**config.mk**
```make
export PLATFORM = sky130hd
export DESIGN_NAME = parity_checker_stream_flat
export DESIGN_NICKNAME = d
export VERILOG_FILES = /design/src/rtl/parity_checker_stream_pkg.sv /design/src/rtl/parity_checker_stream_if.sv /design/src/rtl/parity_checker_stream_calc.sv /design/src/rtl/parity_checker_stream.sv /design/src/flat_wrapper.sv
export SDC_FILE = /design/constraint.sdc
export NUM_CORES = 1
export LEC_CHECK = 0
export CAP_MARGIN = 10
export CORE_ASPECT_RATIO = 1.25
export CORE_MARGIN = 1.5
export CORE_UTILIZATION = 34
export DETAILED_ROUTE_END_ITERATION = 8
export GPL_TIMING_DRIVEN = 0
export PLACE_DENSITY_LB_ADDON = 0.25
export SLEW_MARGIN = 20
export SYNTH_ARGS = -nofsm -noshare
export SYNTH_HDL_FRONTEND = slang
export SYNTH_SLANG_ARGS = --single-unit
```
**constraint.sdc**
```tcl
create_clock -name clk -period 3.1 [get_ports clk]
set_input_delay 0.31 -clock clk [delete_from_list [all_inputs] [get_ports clk]]
set_output_delay 0.31 -clock clk [all_outputs]
set_load 0.03 [all_outputs]
```
**src/rtl/parity_checker_stream_pkg.sv**
```systemverilog
// Shared parity definitions: parity polarity constants, output-stage states and
// the reference XOR-reduce used by both the parity generator and this checker.
package parity_checker_stream_pkg;

  localparam logic EVEN = 1'b0;
  localparam logic ODD  = 1'b1;

  localparam int MAX_DATA_W = 64;

  typedef enum logic {ST_EMPTY, ST_FULL} state_t;

  function automatic logic calc_parity(input logic [MAX_DATA_W-1:0] data);
    return ^data;
  endfunction

endpackage

```
**src/rtl/parity_checker_stream_if.sv**
```systemverilog
// Input word stream (data + received parity) and checked output stream
// (data + error flag), both valid/ready.
interface parity_checker_stream_if #(
  parameter int DATA_W = 4
);
  logic              in_valid;
  logic              in_ready;
  logic [DATA_W-1:0] in_data;
  logic              in_parity;
  logic              out_valid;
  logic              out_ready;
  logic [DATA_W-1:0] out_data;
  logic              out_err;

  modport master (
    output in_valid, in_data, in_parity, out_ready,
    input  in_ready, out_valid, out_data, out_err
  );

  modport slave (
    input  in_valid, in_data, in_parity, out_ready,
    output in_ready, out_valid, out_data, out_err
  );
endinterface

```
**src/rtl/parity_checker_stream_calc.sv**
```systemverilog
// Combinational XOR reduction of one payload word; zero latency, no handshake.
import parity_checker_stream_pkg::*;

module parity_calc #(
  parameter int DATA_W = 4
) (
  input  logic [DATA_W-1:0] i_data,
  output logic              o_parity
);
  assign o_parity = calc_parity(MAX_DATA_W'(i_data));
endmodule

```
**src/rtl/parity_checker_stream.sv**
```systemverilog
// Parity checker: recomputes parity per word and forwards it with an error flag
// one cycle later; in_ready follows out_ready so a full stage still streams.
import parity_checker_stream_pkg::*;

module parity_checker_stream #(
  parameter int DATA_W     = 4,
  parameter int ODD_PARITY = 0,
  parameter int CNT_W      = 8
) (
  input  logic                    clk,
  input  logic                    rst_n,
  input  logic                    clr,
  parity_checker_stream_if.slave  s,
  output logic [CNT_W-1:0]        word_count,
  output logic [CNT_W-1:0]        err_count,
  output logic                    err_sticky
);

  localparam logic POLARITY = (ODD_PARITY != 0) ? ODD : EVEN;
  localparam logic [CNT_W-1:0] CNT_MAX = '1;

  state_t            r_state;
  logic [DATA_W-1:0] r_data;
  logic              r_err;
  logic [CNT_W-1:0]  r_word_cnt;
  logic [CNT_W-1:0]  r_err_cnt;
  logic              r_sticky;

  logic              w_parity;
  logic              w_mismatch;
  logic              w_accept;
  logic [CNT_W-1:0]  w_word_base;
  logic [CNT_W-1:0]  w_err_base;

  parity_calc #(.DATA_W(DATA_W)) u_calc (
    .i_data   (s.in_data),
    .o_parity (w_parity)
  );

  assign w_mismatch  = w_parity ^ s.in_parity ^ POLARITY;
  assign s.in_ready  = (r_state == ST_EMPTY) | s.out_ready;
  assign w_accept    = s.in_valid & s.in_ready;

  assign s.out_valid = (r_state == ST_FULL);
  assign s.out_data  = r_data;
  assign s.out_err   = r_err;

  always_ff @(posedge clk or negedge rst_n) begin
    if (!rst_n) begin
      r_state <= ST_EMPTY;
      r_data  <= '0;
      r_err   <= 1'b0;
    end else begin
      case (r_state)
        ST_EMPTY: if (w_accept) r_state <= ST_FULL;
        ST_FULL:  if (s.out_ready && !s.in_valid) r_state <= ST_EMPTY;
        default:  r_state <= ST_EMPTY;
      endcase
      if (w_accept) begin
        r_data <= s.in_data;
        r_err  <= w_mismatch;
      end
    end
  end

  // clr wipes the old value first so a same-cycle accept still counts
  assign w_word_base = clr ? '0 : r_word_cnt;
  assign w_err_base  = clr ? '0 : r_err_cnt;

  always_ff @(posedge clk or negedge rst_n) begin
    if (!rst_n) begin
      r_word_cnt <= '0;
      r_err_cnt  <= '0;
      r_sticky   <= 1'b0;
    end else begin
      r_word_cnt <= (w_accept && w_word_base != CNT_MAX) ? w_word_base + CNT_W'(1) : w_word_base;
      r_err_cnt  <= (w_accept && w_mismatch && w_err_base != CNT_MAX) ?
                    w_err_base + CNT_W'(1) : w_err_base;
      r_sticky   <= (r_sticky & ~clr) | (w_accept & w_mismatch);
    end
  end

  assign word_count = r_word_cnt;
  assign err_count  = r_err_cnt;
  assign err_sticky = r_sticky;

endmodule

```
**src/flat_wrapper.sv**
```systemverilog
// flat-port wrapper written by rule: the top's interface ports become plain ports
module parity_checker_stream_flat 
#(
  parameter int DATA_W     = 4,
  parameter int ODD_PARITY = 0,
  parameter int CNT_W      = 8
)
  (clk, rst_n, clr, word_count, err_count, err_sticky, s_in_valid, s_in_data, s_in_parity, s_out_ready, s_in_ready, s_out_valid, s_out_data, s_out_err);
  parity_checker_stream_if #(.DATA_W(DATA_W)) s_i ();
  input  logic clk;
  input  logic rst_n;
  input  logic clr;
  output logic [CNT_W-1:0] word_count;
  output logic [CNT_W-1:0] err_count;
  output logic err_sticky;
  input wire logic [$bits(s_i.in_valid)-1:0] s_in_valid;
  input wire logic [$bits(s_i.in_data)-1:0] s_in_data;
  input wire logic [$bits(s_i.in_parity)-1:0] s_in_parity;
  input wire logic [$bits(s_i.out_ready)-1:0] s_out_ready;
  output wire logic [$bits(s_i.in_ready)-1:0] s_in_ready;
  output wire logic [$bits(s_i.out_valid)-1:0] s_out_valid;
  output wire logic [$bits(s_i.out_data)-1:0] s_out_data;
  output wire logic [$bits(s_i.out_err)-1:0] s_out_err;
  assign s_i.in_valid = s_in_valid;
  assign s_i.in_data = s_in_data;
  assign s_i.in_parity = s_in_parity;
  assign s_i.out_ready = s_out_ready;
  assign s_in_ready = s_i.in_ready;
  assign s_out_valid = s_i.out_valid;
  assign s_out_data = s_i.out_data;
  assign s_out_err = s_i.out_err;
  parity_checker_stream #(.DATA_W(DATA_W), .ODD_PARITY(ODD_PARITY), .CNT_W(CNT_W)) u_core (.clk(clk), .rst_n(rst_n), .clr(clr), .s(s_i), .word_count(word_count), .err_count(err_count), .err_sticky(err_sticky));
endmodule
```
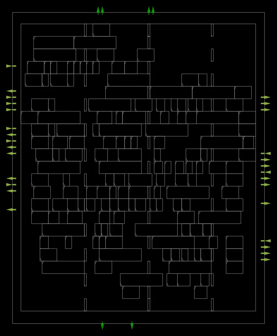
run_1/placed.png
Core Area: 3194 um2
# rows: 23
registers: 23

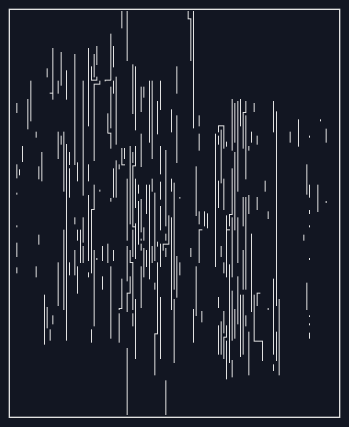
run_1/m2.png
(6 px per um)
nets with wire on the layer: 146
main direction: vertical

==> results.ini, run 1 <==
[global_routing]
grtUsageTotal_pct = 16.23
grt_max_degree = 24
use_met2_pct = 27.38
use_met1_pct = 21.01
busiest_layer = met2
grt_pass1_vias = 1047
grt_pass1_wl_um = 4485

[clocking]
clock_latency_ps = 260
cts_max_level = 1
cts_root_buf = clkbuf_8
cts_max_path_buffers = 2
post_cts_buffers = 0
clock_sinks = 23
clk_transition_reported_paths_ps = 80

[routing]
first_pass_iters = 4
highest_layer = met4
vias = 1045
wirelength_um = 2609
drt_iter0_markers = 13
wl_met3_um = 163

[critical_path]
crit_family = XOR/XNOR gates
crit_buf_inv = 1
arrival_ps = 2180
startpoint = s_in_data[1]
cp_max_fo = 7
r2r_start = u_core.word_count[1]
cp_cell_sequence = clkdlybuf4s50_1, xnor3_2, xor2_2, nor4_1, mux2_2
critPathSlowestCell = clkdlybuf4s50_1
start_kind = input pin
cp.depth = 5

[die]
dieWidth_um = 54.82
tapCellCount = 37

[logic_synthesis]
yosysWarnings = 0
synth_seq_share_pct = 50.44
ys.flops = 23
top_cell_area_share_pct = 50.44
logic_family = simple AND/OR/NAND/NOR gates
common_cells = nand2_1, dfrtp_1, a21oi_1
syn_inst = 120
avgSynthCellArea_um2 = 9.509
yosys-top-cells-area = dfrtp_1, nand2_1, a21oi_1
yosys_most_used_dff = dfrtp_1
ys_area_um2 = 1141
async_flop_share_pct = 100.0

[cells_and_area]
postLayoutCoreUtil_pct = 48.77
seqCellArea_um2 = 575.6
drive_gt1_share_pct = 5.096
nClkBuffers = 4
comb_share_pct = 34.38
final-clk-cell-share_pct = 2.892
inv_count = 5
largest_class = sequential cells
comb_cells = 89
stdcell_area_um2 = 1558
area.combinational_um2 = 535.5
antenna_cells = 0

[final_timing]
fmax_mhz = 492.3
hold_viol = 0
finalCriticalPeriod_ps = 2031
finalClockSkew_ps = 6.834
rsz0062_at_grt = false
whs_ps = 12.09
fin_ws_ps = 1069
slew_headroom_pct = 49.05
min_period_over_period_pct = 65.53
finalMaxSlewViolations = 0
tightestPinTransition_ps = 753.6

[power_and_ir_drop]
p_int_mw = 0.4833
combPwrFrac_pct = 25.0
clkPwrFrac_pct = 26.4
seq-power_mw = 0.338
pg_comb_mw = 0.174
vdd_drop_max_mv = 0.3112
pwr.group.clock_mw = 0.184
power_mw = 0.6958

[placement]
place_congestion = 0.8236
dp_hpwl_um = 1950

[flow_run]
warnings = 26

[run_status]
status = finished clean

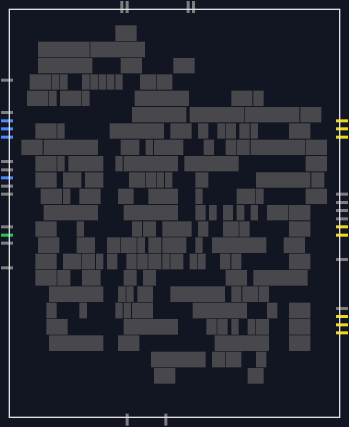
run_1/pinout.png
(6 px per um) Pins as bars across the die edge, other pins in grey.
| colour | port | pins | direction | edge |
|---|---|---|---|---|
| green | clr | 1 | input | left |
| blue | s_in_data | 4 | input | left |
| yellow | word_count | 8 | output | right |

==> run 1 -> run 2 <==
Clock period 3.1 ns to 1.7 ns, I/O delays scaled along.
==> results.ini, run 2 <==
[run_status]
status = finished clean

[critical_path]
cp_cell_sequence = clkdlybuf4s50_1, xnor3_2, xor2_4, nor4_2, mux2_2
critPathSlowestCell = clkdlybuf4s50_1
crit_family = XOR/XNOR gates
start_kind = input pin
startpoint = s_in_data[1]
arrival_ps = 1800  ; -380 ps
r2r_start = u_core.err_count[1]
cp_max_fo = 5  ; -2
crit_buf_inv = 1  ; unchanged

[routing]
highest_layer = met4
first_pass_iters = 4  ; unchanged
wl_met3_um = 161  ; -1.2%
met1_length_um = 1155

[die]
row_count = 23  ; unchanged
tapCellCount = 37  ; unchanged
design.core.area_um2 = 3194  ; unchanged

[global_routing]
grt_pass1_vias = 1048  ; +0.096%
grt_pass1_wl_um = 4664  ; +4.0%
use_met1_pct = 20.93  ; -0.081 points
use_met2_pct = 30.80  ; +3.4 points
busiest_layer = met2
grt_max_degree = 24  ; unchanged

[flow_run]
warnings = 27  ; +3.8%

[cells_and_area]
comb_share_pct = 36.73  ; +2.4 points
final-clk-cell-share_pct = 2.721  ; -0.17 points
nClkBuffers = 4  ; unchanged
largest_class = combinational gates
comb_cells = 89  ; unchanged
area.combinational_um2 = 608.1  ; +14%
seq_cells = 23  ; unchanged
inv_count = 5  ; unchanged
antenna_cells = 0  ; unchanged
sh_seq_area_pct = 34.77
postLayoutCoreUtil_pct = 51.82  ; +3.1 points

[final_timing]
rsz0062_at_grt = true
fmax_mhz = 606.1
fin_ws_ps = 49.98  ; -1019 ps
tightestPinTransition_ps = 524.3  ; -229.3 ps
finalMaxSlewViolations = 0  ; unchanged
finalCriticalPeriod_ps = 1650
slew_headroom_pct = 65.05  ; +16 points
finalClockSkew_ps = 2.691  ; -4.143 ps
min_period_over_period_pct = 97.06

[logic_synthesis]
top_cell_area_share_pct = 50.44  ; unchanged
yosys_most_used_dff = dfrtp_1
synth_seq_share_pct = 50.44  ; unchanged
logic_family = simple AND/OR/NAND/NOR gates
avgSynthCellArea_um2 = 9.509  ; unchanged
yosys-top-cells-area = dfrtp_1, nand2_1, a21oi_1
async_flop_share_pct = 100.0  ; unchanged
syn_inst = 120  ; unchanged
common_cells = nand2_1, dfrtp_1, a21oi_1

[power_and_ir_drop]
pwr.group.clock_mw = 0.335  ; +82%
p_int_mw = 0.9039  ; +87%
pg_comb_mw = 0.358  ; +110%
seq-power_mw = 0.617  ; +83%
combPwrFrac_pct = 27.3  ; +2.3 points
clkPwrFrac_pct = 25.5  ; -0.9 points
power_mw = 1.310  ; +88%

[clocking]
clock_sinks = 23  ; unchanged
clock_latency_ps = 260  ; about the same
cts_max_level = 1  ; unchanged
clk_transition_reported_paths_ps = 80  ; about the same
cts_root_buf = clkbuf_8
cts_max_path_buffers = 2  ; unchanged
post_cts_buffers = 2  ; +2

[placement]
dp_hpwl_um = 2060  ; +5.6%
place_congestion = 0.8314  ; +0.95%

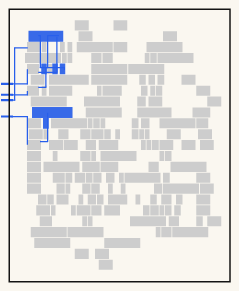
run_2/port_trees.png
(4 px per um)
| colour | port | bits | direction | end cells | buffers | wire |
|---|---|---|---|---|---|---|
| blue | s_in_data | 4 | input | 6 | 4 | 95.5 um |
# IOs: 34
Port Buffers: 33

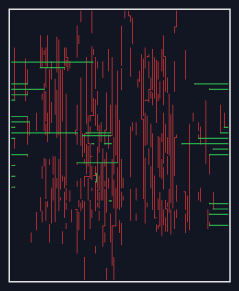
run_2/layers.png
(4 px per um) Only two layers are drawn.
| colour | layer | wire length |
|---|---|---|
| green | M3 | 161 um |
| red | M2 | 1530 um |
GRT Overall Usage: 17.55%
DR WL/cell: 14.63 um
drt total wl: 2883 um
vias: 1081

==> run 2 -> run 3 <==
Settings changed: CORE_UTILIZATION 34 to 41.
==> results.ini, run 3 <==
[run_status]
status = finished clean

[cells_and_area]
inv_count = 5  ; unchanged
seq_cells = 23  ; unchanged
final-clk-cell-share_pct = 1.695  ; -1.0 points
antenna_cells = 0  ; unchanged
largest_class = combinational gates
postLayoutCoreUtil_pct = 61.20  ; +9.4 points
comb_cells = 89  ; unchanged
area.combinational_um2 = 601.8  ; -1.0%
sh_seq_area_pct = 35.44  ; +0.67 points
comb_share_pct = 37.06  ; +0.32 points
nClkBuffers = 3  ; -1

[final_timing]
finalCriticalPeriod_ps = 1668  ; +18.41 ps
min_period_over_period_pct = 98.14  ; +1.1 points
finalClockSkew_ps = 9.756  ; +7.065 ps
fin_ws_ps = 31.57  ; -18.41 ps
slew_headroom_pct = 64.18  ; -0.87 points
tightestPinTransition_ps = 537.3  ; +12.99 ps
finalMaxSlewViolations = 0  ; unchanged
rsz0062_at_grt = true
fmax_mhz = 599.4  ; -1.1%

[die]
tapCellCount = 34  ; -8.1%
ios = 34  ; unchanged
row_count = 21  ; -8.7%
design.core.area_um2 = 2654  ; -17%

[clocking]
cts_max_path_buffers = 2  ; unchanged
post_cts_buffers = 1  ; -1
cts_root_buf = clkbuf_4
clock_latency_ps = 320  ; +60 ps

[placement]
place_congestion = 0.7763  ; -6.6%
dp_hpwl_um = 1915  ; -7.0%
port_buffers = 33  ; unchanged

[critical_path]
cp_cell_sequence = clkdlybuf4s50_1, xnor3_2, xor2_4, nor4_4, mux2_2
startpoint = s_in_data[1]
crit_buf_inv = 1  ; unchanged
critPathSlowestCell = clkdlybuf4s50_1
start_kind = input pin
arrival_ps = 1880  ; +80 ps

[routing]
wl_per_cell_um = 14.44  ; -1.4%
first_pass_iters = 4  ; unchanged
wl_met3_um = 117  ; -27%
highest_layer = met4
met1_length_um = 1150  ; -0.43%

[logic_synthesis]
yosys_most_used_dff = dfrtp_1
common_cells = nand2_1, dfrtp_1, a21oi_1
syn_inst = 120  ; unchanged
avgSynthCellArea_um2 = 9.509  ; unchanged
logic_family = simple AND/OR/NAND/NOR gates
yosys-top-cells-area = dfrtp_1, nand2_1, a21oi_1
top_cell_area_share_pct = 50.44  ; unchanged
adder_share_pct = 0
synth_seq_share_pct = 50.44  ; unchanged
async_flop_share_pct = 100.0  ; unchanged

[global_routing]
grtUsageTotal_pct = 18.79  ; +1.2 points
grt_max_degree = 24  ; unchanged
grt_pass1_vias = 998  ; -4.8%
busiest_layer = met2
grt_pass1_wl_um = 4374  ; -6.2%
use_met1_pct = 22.17  ; +1.2 points

[power_and_ir_drop]
combPwrFrac_pct = 28.4  ; +1.1 points
clkPwrFrac_pct = 21.1  ; -4.4 points
pg_comb_mw = 0.347  ; -3%
seq-power_mw = 0.618  ; about the same

[flow_run]
warnings = 27  ; unchanged

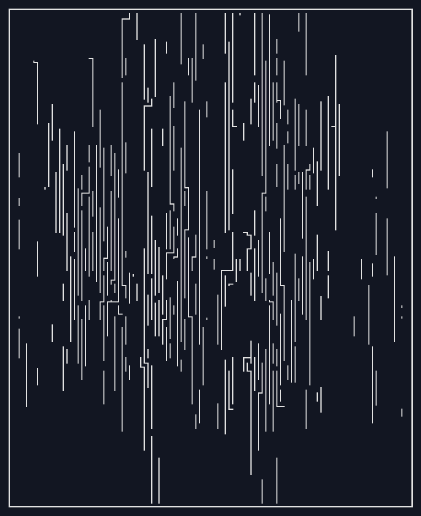
run_3/m2.png
(8 px per um)
main direction: vertical
longest straight run: 29.2 um
wire length on this layer: 1470 um
vias: 1074
drt total wl: 2786 um
met2 Track Usage GR: 33.46%

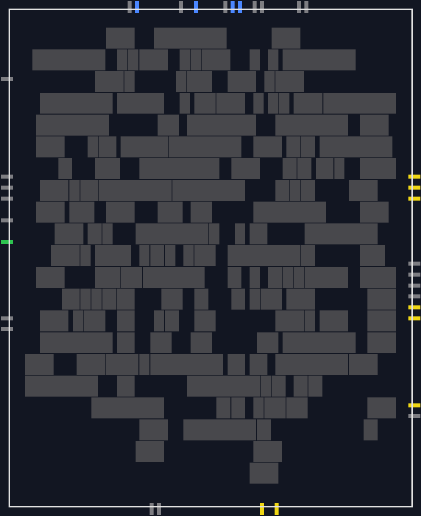
run_3/pinout.png
(8 px per um) Pins as bars across the die edge, other pins in grey.
| colour | port | pins | direction | edge |
|---|---|---|---|---|
| yellow | word_count | 8 | output | 6 right, 2 bottom |
| green | clr | 1 | input | left |
| blue | s_in_data | 4 | input | top |
all pins by edge: 11 top, 11 right, 8 left, 4 bottom
Die X: 50.19 um
Die Y-Extent: 61.99 um

